`src/rtl/reg_file_ser_master_if.sv`:
```
// rtl/reg_file_ser_master_if.sv - request/response and reg_file serial bus bundle
interface reg_file_ser_master_if #(
    parameter int ADDR_WIDTH = 8,
    parameter int DATA_WIDTH = 8
);
    logic                  req_valid;
    logic                  req_ready;
    logic                  req_wr;
    logic [ADDR_WIDTH-1:0] req_addr;
    logic [DATA_WIDTH-1:0] req_wdata;
    logic                  rsp_valid;
    logic                  rsp_wr;
    logic [DATA_WIDTH-1:0] rsp_rdata;
    logic                  busy;
    logic                  wr_en;
    logic                  rd_en;
    logic                  din;
    logic                  dout;

    modport master (
        input  req_valid, req_wr, req_addr, req_wdata, dout,
        output req_ready, rsp_valid, rsp_wr, rsp_rdata, busy, wr_en, rd_en, din
    );

    modport slave (
        output req_valid, req_wr, req_addr, req_wdata, dout,
        input  req_ready, rsp_valid, rsp_wr, rsp_rdata, busy, wr_en, rd_en, din
    );
endinterface

```
`src/rtl/reg_file_ser_master.sv`:
```
// rtl/reg_file_ser_master.sv - parallel request to reg_file one-wire serial bridge
module reg_file_ser_master #(
    parameter int ADDR_WIDTH = 8,
    parameter int DATA_WIDTH = 8
) (
    input  logic                  clk,
    input  logic                  rst,
    reg_file_ser_master_if.master bus
);
    localparam int A  = ADDR_WIDTH;
    localparam int D  = DATA_WIDTH;
    localparam int FW = A + D;
    localparam int CW = $clog2(A + D + 2);
    localparam logic [CW-1:0] LAST_ADDR = CW'(A);
    localparam logic [CW-1:0] LAST_DATA = CW'(A + D);
    localparam logic [CW-1:0] OVERLAP   = CW'(A + D - 1);

    typedef enum logic [2:0] {IDLE, START, ADDR, WDATA, GAP, RDATA} state_t;

    state_t        state_q, state_d;
    logic [CW-1:0] cnt_q, cnt_d;
    logic          cur_wr_q, cur_wr_d;
    logic [FW-1:0] tx_q, tx_d;
    logic [D-1:0]  rx_q, rx_d;
    logic          rsp_due_q, rsp_due_d;
    logic          pend_valid_q, pend_valid_d;
    logic          pend_wr_q, pend_wr_d;
    logic [A-1:0]  pend_addr_q, pend_addr_d;
    logic [D-1:0]  pend_wdata_q, pend_wdata_d;

    logic          req_ready_q, req_ready_d;
    logic          rsp_valid_q, rsp_valid_d;
    logic          rsp_wr_q, rsp_wr_d;
    logic [D-1:0]  rsp_rdata_q, rsp_rdata_d;
    logic          busy_q, busy_d;
    logic          wr_en_q, wr_en_d;
    logic          rd_en_q, rd_en_d;
    logic          din_q, din_d;

    logic          accept, req_avail, start, shift_out;
    logic          src_wr;
    logic [A-1:0]  src_addr;
    logic [D-1:0]  src_payload;

    // The pending entry always has priority; a fresh request is only used directly when the slot is empty.
    always_comb begin
        accept      = bus.req_valid && req_ready_q;
        req_avail   = pend_valid_q || accept;
        src_wr      = pend_valid_q ? pend_wr_q   : bus.req_wr;
        src_addr    = pend_valid_q ? pend_addr_q : bus.req_addr;
        src_payload = '0;
        if (src_wr) begin
            src_payload = pend_valid_q ? pend_wdata_q : bus.req_wdata;
        end
    end

    always_comb begin
        state_d     = state_q;
        cnt_d       = cnt_q;
        cur_wr_d    = cur_wr_q;
        tx_d        = tx_q;
        rx_d        = rx_q;
        rsp_due_d   = 1'b0;
        start       = 1'b0;
        shift_out   = 1'b0;
        rsp_valid_d = rsp_due_q;
        rsp_wr_d    = rsp_due_q;
        rsp_rdata_d = '0;

        case (state_q)
            IDLE: start = req_avail;
            START: begin
                state_d   = ADDR;
                cnt_d     = cnt_q + CW'(1);
                shift_out = 1'b1;
            end
            ADDR: begin
                cnt_d     = cnt_q + CW'(1);
                shift_out = cur_wr_q || (cnt_q != LAST_ADDR);
                if (cnt_q == LAST_ADDR) begin
                    state_d = cur_wr_q ? WDATA : GAP;
                end
            end
            WDATA: begin
                // A waiting request launches under the last data bit; the response follows one cycle later.
                if (cnt_q == OVERLAP && req_avail) begin
                    start     = 1'b1;
                    rsp_due_d = 1'b1;
                    shift_out = 1'b1;
                end else if (cnt_q == LAST_DATA) begin
                    rsp_valid_d = 1'b1;
                    rsp_wr_d    = 1'b1;
                    start       = req_avail;
                    state_d     = IDLE;
                end else begin
                    cnt_d     = cnt_q + CW'(1);
                    shift_out = 1'b1;
                end
            end
            GAP, RDATA: begin
                rx_d = D'({rx_q, bus.dout});
                if (cnt_q == LAST_DATA) begin
                    rsp_valid_d = 1'b1;
                    rsp_rdata_d = D'({rx_q, bus.dout});
                    start       = req_avail;
                    state_d     = IDLE;
                end else begin
                    state_d = RDATA;
                    cnt_d   = cnt_q + CW'(1);
                end
            end
            default: state_d = IDLE;
        endcase

        if (start) begin
            state_d  = START;
            cnt_d    = '0;
            cur_wr_d = src_wr;
        end

        din_d = shift_out ? tx_q[FW-1] : 1'b0;
        if (start) begin
            tx_d = {src_addr, src_payload};
        end else if (shift_out) begin
            tx_d = tx_q << 1;
        end
        wr_en_d = start && src_wr;
        rd_en_d = start && !src_wr;

        pend_wr_d    = pend_wr_q;
        pend_addr_d  = pend_addr_q;
        pend_wdata_d = pend_wdata_q;
        if (pend_valid_q) begin
            pend_valid_d = !start;
        end else begin
            pend_valid_d = accept && !start;
            if (accept && !start) begin
                pend_wr_d    = bus.req_wr;
                pend_addr_d  = bus.req_addr;
                pend_wdata_d = bus.req_wdata;
            end
        end

        req_ready_d = !pend_valid_d;
        busy_d      = (state_d != IDLE) || pend_valid_d || rsp_valid_d;
    end

    always_ff @(posedge clk) begin
        if (rst) begin
            state_q      <= IDLE;
            cnt_q        <= '0;
            cur_wr_q     <= 1'b0;
            tx_q         <= '0;
            rx_q         <= '0;
            rsp_due_q    <= 1'b0;
            pend_valid_q <= 1'b0;
            pend_wr_q    <= 1'b0;
            pend_addr_q  <= '0;
            pend_wdata_q <= '0;
            req_ready_q  <= 1'b1;
            rsp_valid_q  <= 1'b0;
            rsp_wr_q     <= 1'b0;
            rsp_rdata_q  <= '0;
            busy_q       <= 1'b0;
            wr_en_q      <= 1'b0;
            rd_en_q      <= 1'b0;
            din_q        <= 1'b0;
        end else begin
            state_q      <= state_d;
            cnt_q        <= cnt_d;
            cur_wr_q     <= cur_wr_d;
            tx_q         <= tx_d;
            rx_q         <= rx_d;
            rsp_due_q    <= rsp_due_d;
            pend_valid_q <= pend_valid_d;
            pend_wr_q    <= pend_wr_d;
            pend_addr_q  <= pend_addr_d;
            pend_wdata_q <= pend_wdata_d;
            req_ready_q  <= req_ready_d;
            rsp_valid_q  <= rsp_valid_d;
            rsp_wr_q     <= rsp_wr_d;
            rsp_rdata_q  <= rsp_rdata_d;
            busy_q       <= busy_d;
            wr_en_q      <= wr_en_d;
            rd_en_q      <= rd_en_d;
            din_q        <= din_d;
        end
    end

    assign bus.req_ready = req_ready_q;
    assign bus.rsp_valid = rsp_valid_q;
    assign bus.rsp_wr    = rsp_wr_q;
    assign bus.rsp_rdata = rsp_rdata_q;
    assign bus.busy      = busy_q;
    assign bus.wr_en     = wr_en_q;
    assign bus.rd_en     = rd_en_q;
    assign bus.din       = din_q;
endmodule
```
`src/flat_wrapper.sv`:
```
// flat-port wrapper written by rule: the top's interface ports become plain ports
module reg_file_ser_master_flat 
#(
    parameter int ADDR_WIDTH = 8,
    parameter int DATA_WIDTH = 8
)
  (clk, rst, bus_req_valid, bus_req_wr, bus_req_addr, bus_req_wdata, bus_dout, bus_req_ready, bus_rsp_valid, bus_rsp_wr, bus_rsp_rdata, bus_busy, bus_wr_en, bus_rd_en, bus_din);
  reg_file_ser_master_if #(.ADDR_WIDTH(ADDR_WIDTH), .DATA_WIDTH(DATA_WIDTH)) bus_i ();
  input  logic clk;
  input  logic rst;
  input wire logic [$bits(bus_i.req_valid)-1:0] bus_req_valid;
  input wire logic [$bits(bus_i.req_wr)-1:0] bus_req_wr;
  input wire logic [$bits(bus_i.req_addr)-1:0] bus_req_addr;
  input wire logic [$bits(bus_i.req_wdata)-1:0] bus_req_wdata;
  input wire logic [$bits(bus_i.dout)-1:0] bus_dout;
  output wire logic [$bits(bus_i.req_ready)-1:0] bus_req_ready;
  output wire logic [$bits(bus_i.rsp_valid)-1:0] bus_rsp_valid;
  output wire logic [$bits(bus_i.rsp_wr)-1:0] bus_rsp_wr;
  output wire logic [$bits(bus_i.rsp_rdata)-1:0] bus_rsp_rdata;
  output wire logic [$bits(bus_i.busy)-1:0] bus_busy;
  output wire logic [$bits(bus_i.wr_en)-1:0] bus_wr_en;
  output wire logic [$bits(bus_i.rd_en)-1:0] bus_rd_en;
  output wire logic [$bits(bus_i.din)-1:0] bus_din;
  assign bus_i.req_valid = bus_req_valid;
  assign bus_i.req_wr = bus_req_wr;
  assign bus_i.req_addr = bus_req_addr;
  assign bus_i.req_wdata = bus_req_wdata;
  assign bus_i.dout = bus_dout;
  assign bus_req_ready = bus_i.req_ready;
  assign bus_rsp_valid = bus_i.rsp_valid;
  assign bus_rsp_wr = bus_i.rsp_wr;
  assign bus_rsp_rdata = bus_i.rsp_rdata;
  assign bus_busy = bus_i.busy;
  assign bus_wr_en = bus_i.wr_en;
  assign bus_rd_en = bus_i.rd_en;
  assign bus_din = bus_i.din;
  reg_file_ser_master #(.ADDR_WIDTH(ADDR_WIDTH), .DATA_WIDTH(DATA_WIDTH)) u_core (.clk(clk), .rst(rst), .bus(bus_i));
endmodule
```
`config.mk`:
```
export PLATFORM = sky130hd
export DESIGN_NAME = reg_file_ser_master_flat
export DESIGN_NICKNAME = d
export VERILOG_FILES = /design/src/rtl/reg_file_ser_master_if.sv /design/src/rtl/reg_file_ser_master.sv /design/src/flat_wrapper.sv
export SDC_FILE = /design/constraint.sdc
export NUM_CORES = 1
export LEC_CHECK = 0
export ABC_AREA = 1
export CELL_PAD_IN_SITES_DETAIL_PLACEMENT = 1
export CELL_PAD_IN_SITES_GLOBAL_PLACEMENT = 1
export CORE_ASPECT_RATIO = 0.9
export CORE_MARGIN = 2
export CORE_UTILIZATION = 41
export CTS_BUF_LIST = sky130_fd_sc_hd__clkbuf_2
export DETAILED_ROUTE_END_ITERATION = 6
export GPL_ROUTABILITY_DRIVEN = 0
export GPL_TIMING_DRIVEN = 1
export PLACE_DENSITY_LB_ADDON = 0.1
export SLEW_MARGIN = 20
export SYNTH_ARGS = -nofsm -noshare
export SYNTH_HDL_FRONTEND = slang
export SYNTH_SLANG_ARGS = --single-unit
```
`constraint.sdc`:
```
create_clock -name clk -period 2.4 [get_ports clk]
set_input_delay 0.24 -clock clk [delete_from_list [all_inputs] [get_ports clk]]
set_output_delay 0.24 -clock clk [all_outputs]
set_load 0.01 [all_outputs]
```
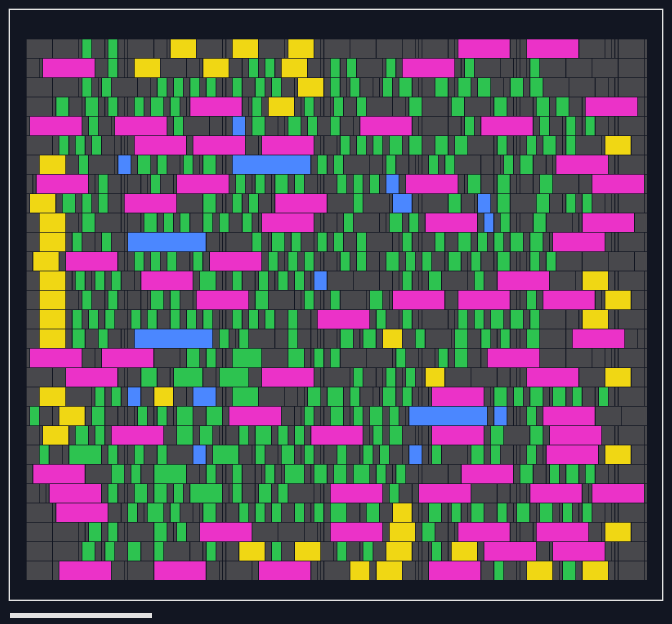
(placed cells, one colour a class)
Scale bar: 20 um. Fill, decap, tap and diode cells in grey.
Key: green = remaining logic cells [cells 327, share of their area 43%]; blue = clock drivers and dummy loads [cells 16, share of their area 5.6%]; magenta = registers [cells 66, share of their area 40%]; yellow = remaining buffers and delay cells [cells 40, share of their area 12%]

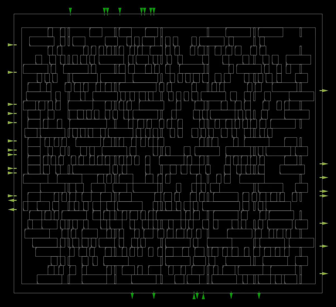
(cell placement)
# rows: 28
final core occ: 51.7%
Non-Filler Instances: 539

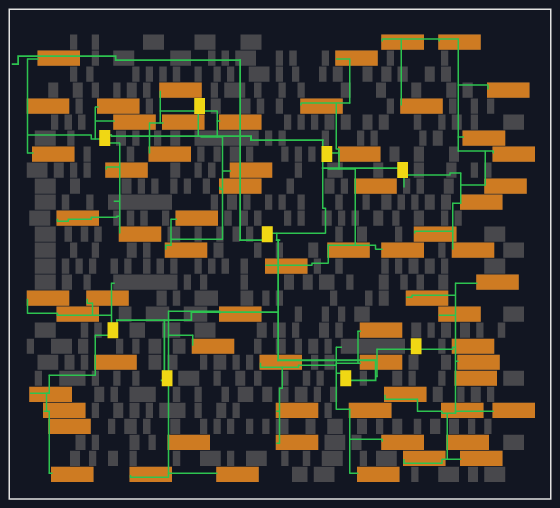
(routed clock nets over the placement)
Key: orange = flip-flops [count 66]; yellow = clock-net drivers [count 9]; green = clock wires [length 859 um]
There are 10 routed clock nets. Position of the flops: all over the die.

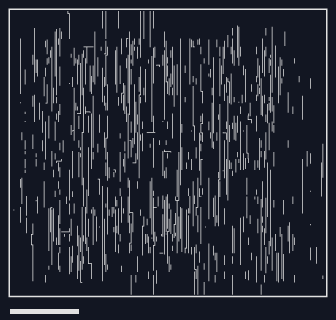
(metal 2)
Scale bar: 20 um.
The layer holds 42% of the routed length. 375 nets have wire on it. The longest straight run is 42.5 um.

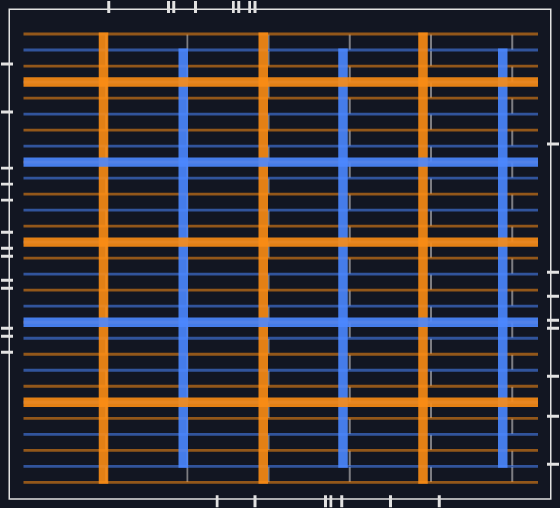
(floorplan with the power grid)
Pins as bars on the die edge. Tap cells in grey.
Key: orange = VSS; blue = VDD
6 straps on met4. 36 signal pins sit on the boundary. 5 straps on met5.

==> results.sh <==
# yosys + openroad results
export IMPL_arrival_ns=2.43
export IMPL_antenna_found_initial=0
export IMPL_swShare_pct=28.5
export IMPL_path_max_fanout=8
export IMPL_largest_cell_class="sequential cells"
export IMPL_largest_area_cell="dfxtp_1"
export IMPL_whs_ns=0.270
export IMPL_p_leak_uw=0.00145
export IMPL_powerClk_uw=973
export IMPL_async_flop_share_pct=0
export IMPL_areaGrowthSynthToFinish_pct=21.2
export IMPL_p_int_uw=1890
export IMPL_cts_made_buffers=9
export IMPL_synthAoiAreaFrac_pct=9.38
export IMPL_finalPower_uw=2650
export IMPL_n_antenna_cell=0
export IMPL_critPathMostFrequentCell="nand2_1"
export IMPL_top_layer_used="met4"
export IMPL_drt_first_iter_violations=63
export IMPL_final_area_mm2=0.00344
export IMPL_regToRegStartpoint="u_core.cnt_q[0]"
export IMPL_ys_area_mm2=0.00284
export IMPL_syn_cell_area_mm2=0.00284
export IMPL_start_kind="flip-flop"
export IMPL_synthTopCellsByCount="nand2_1 (137), dfxtp_1 (66), nor2_1 (45)"
export IMPL_switchingPower_uw=756
export IMPL_nets=468
export IMPL_r2r_cells=13
export IMPL_viasPerCell=4.91
export IMPL_tapCellCount=90
export IMPL_final_layout_size_suffix_gt1_share_pct=7.57
export IMPL_ys_warnings_count=0
export IMPL_cp_endpoint="u_core.tx_q[6]"
export IMPL_period_minus_slack_ns=1.97
export IMPL_slew_headroom_pct=73.9
export IMPL_clk_latency_ns=0.51
export IMPL_clockNetworkAreaShare_pct=5.38
export IMPL_finalMaxSlewViolations=0
export IMPL_sh_seq_area_pct=38.4
export IMPL_wirelength_mm=7.14
export IMPL_dpl_cell_area_mm2=0.00326
export IMPL_ff_count=66
export IMPL_crit_cells=13
export IMPL_status="completed"
export IMPL_min_path_cells=3
export IMPL_cts_setup_buffers=0
export IMPL_fp_nets=432
export IMPL_synthXorXnorAreaFrac_pct=0
export IMPL_clk_pin_slew_ns=0.20
export IMPL_cts_tree="yes"
export IMPL_lay_top_count="nand2_1"
export IMPL_ys_ff=66
export IMPL_r2r_slack_ns=0.43
export IMPL_post_place_ws_ns=0.444
export IMPL_hold_path_class="in -> reg"
export IMPL_cp_end_kind="flip-flop"
export IMPL_clock_sinks=66
export IMPL_grt_busiest_layer="met2"
export IMPL_ys_top_logic_family="simple AND/OR/NAND/NOR gates"
export IMPL_drt_met1_wl_mm=3.78
export IMPL_cp_startpoint="u_core.cnt_q[0]"
export IMPL_place_inst=523
export IMPL_clockBufferDepth=2
export IMPL_inverters_excl_clock=35
export IMPL_largest_reg_flops=16
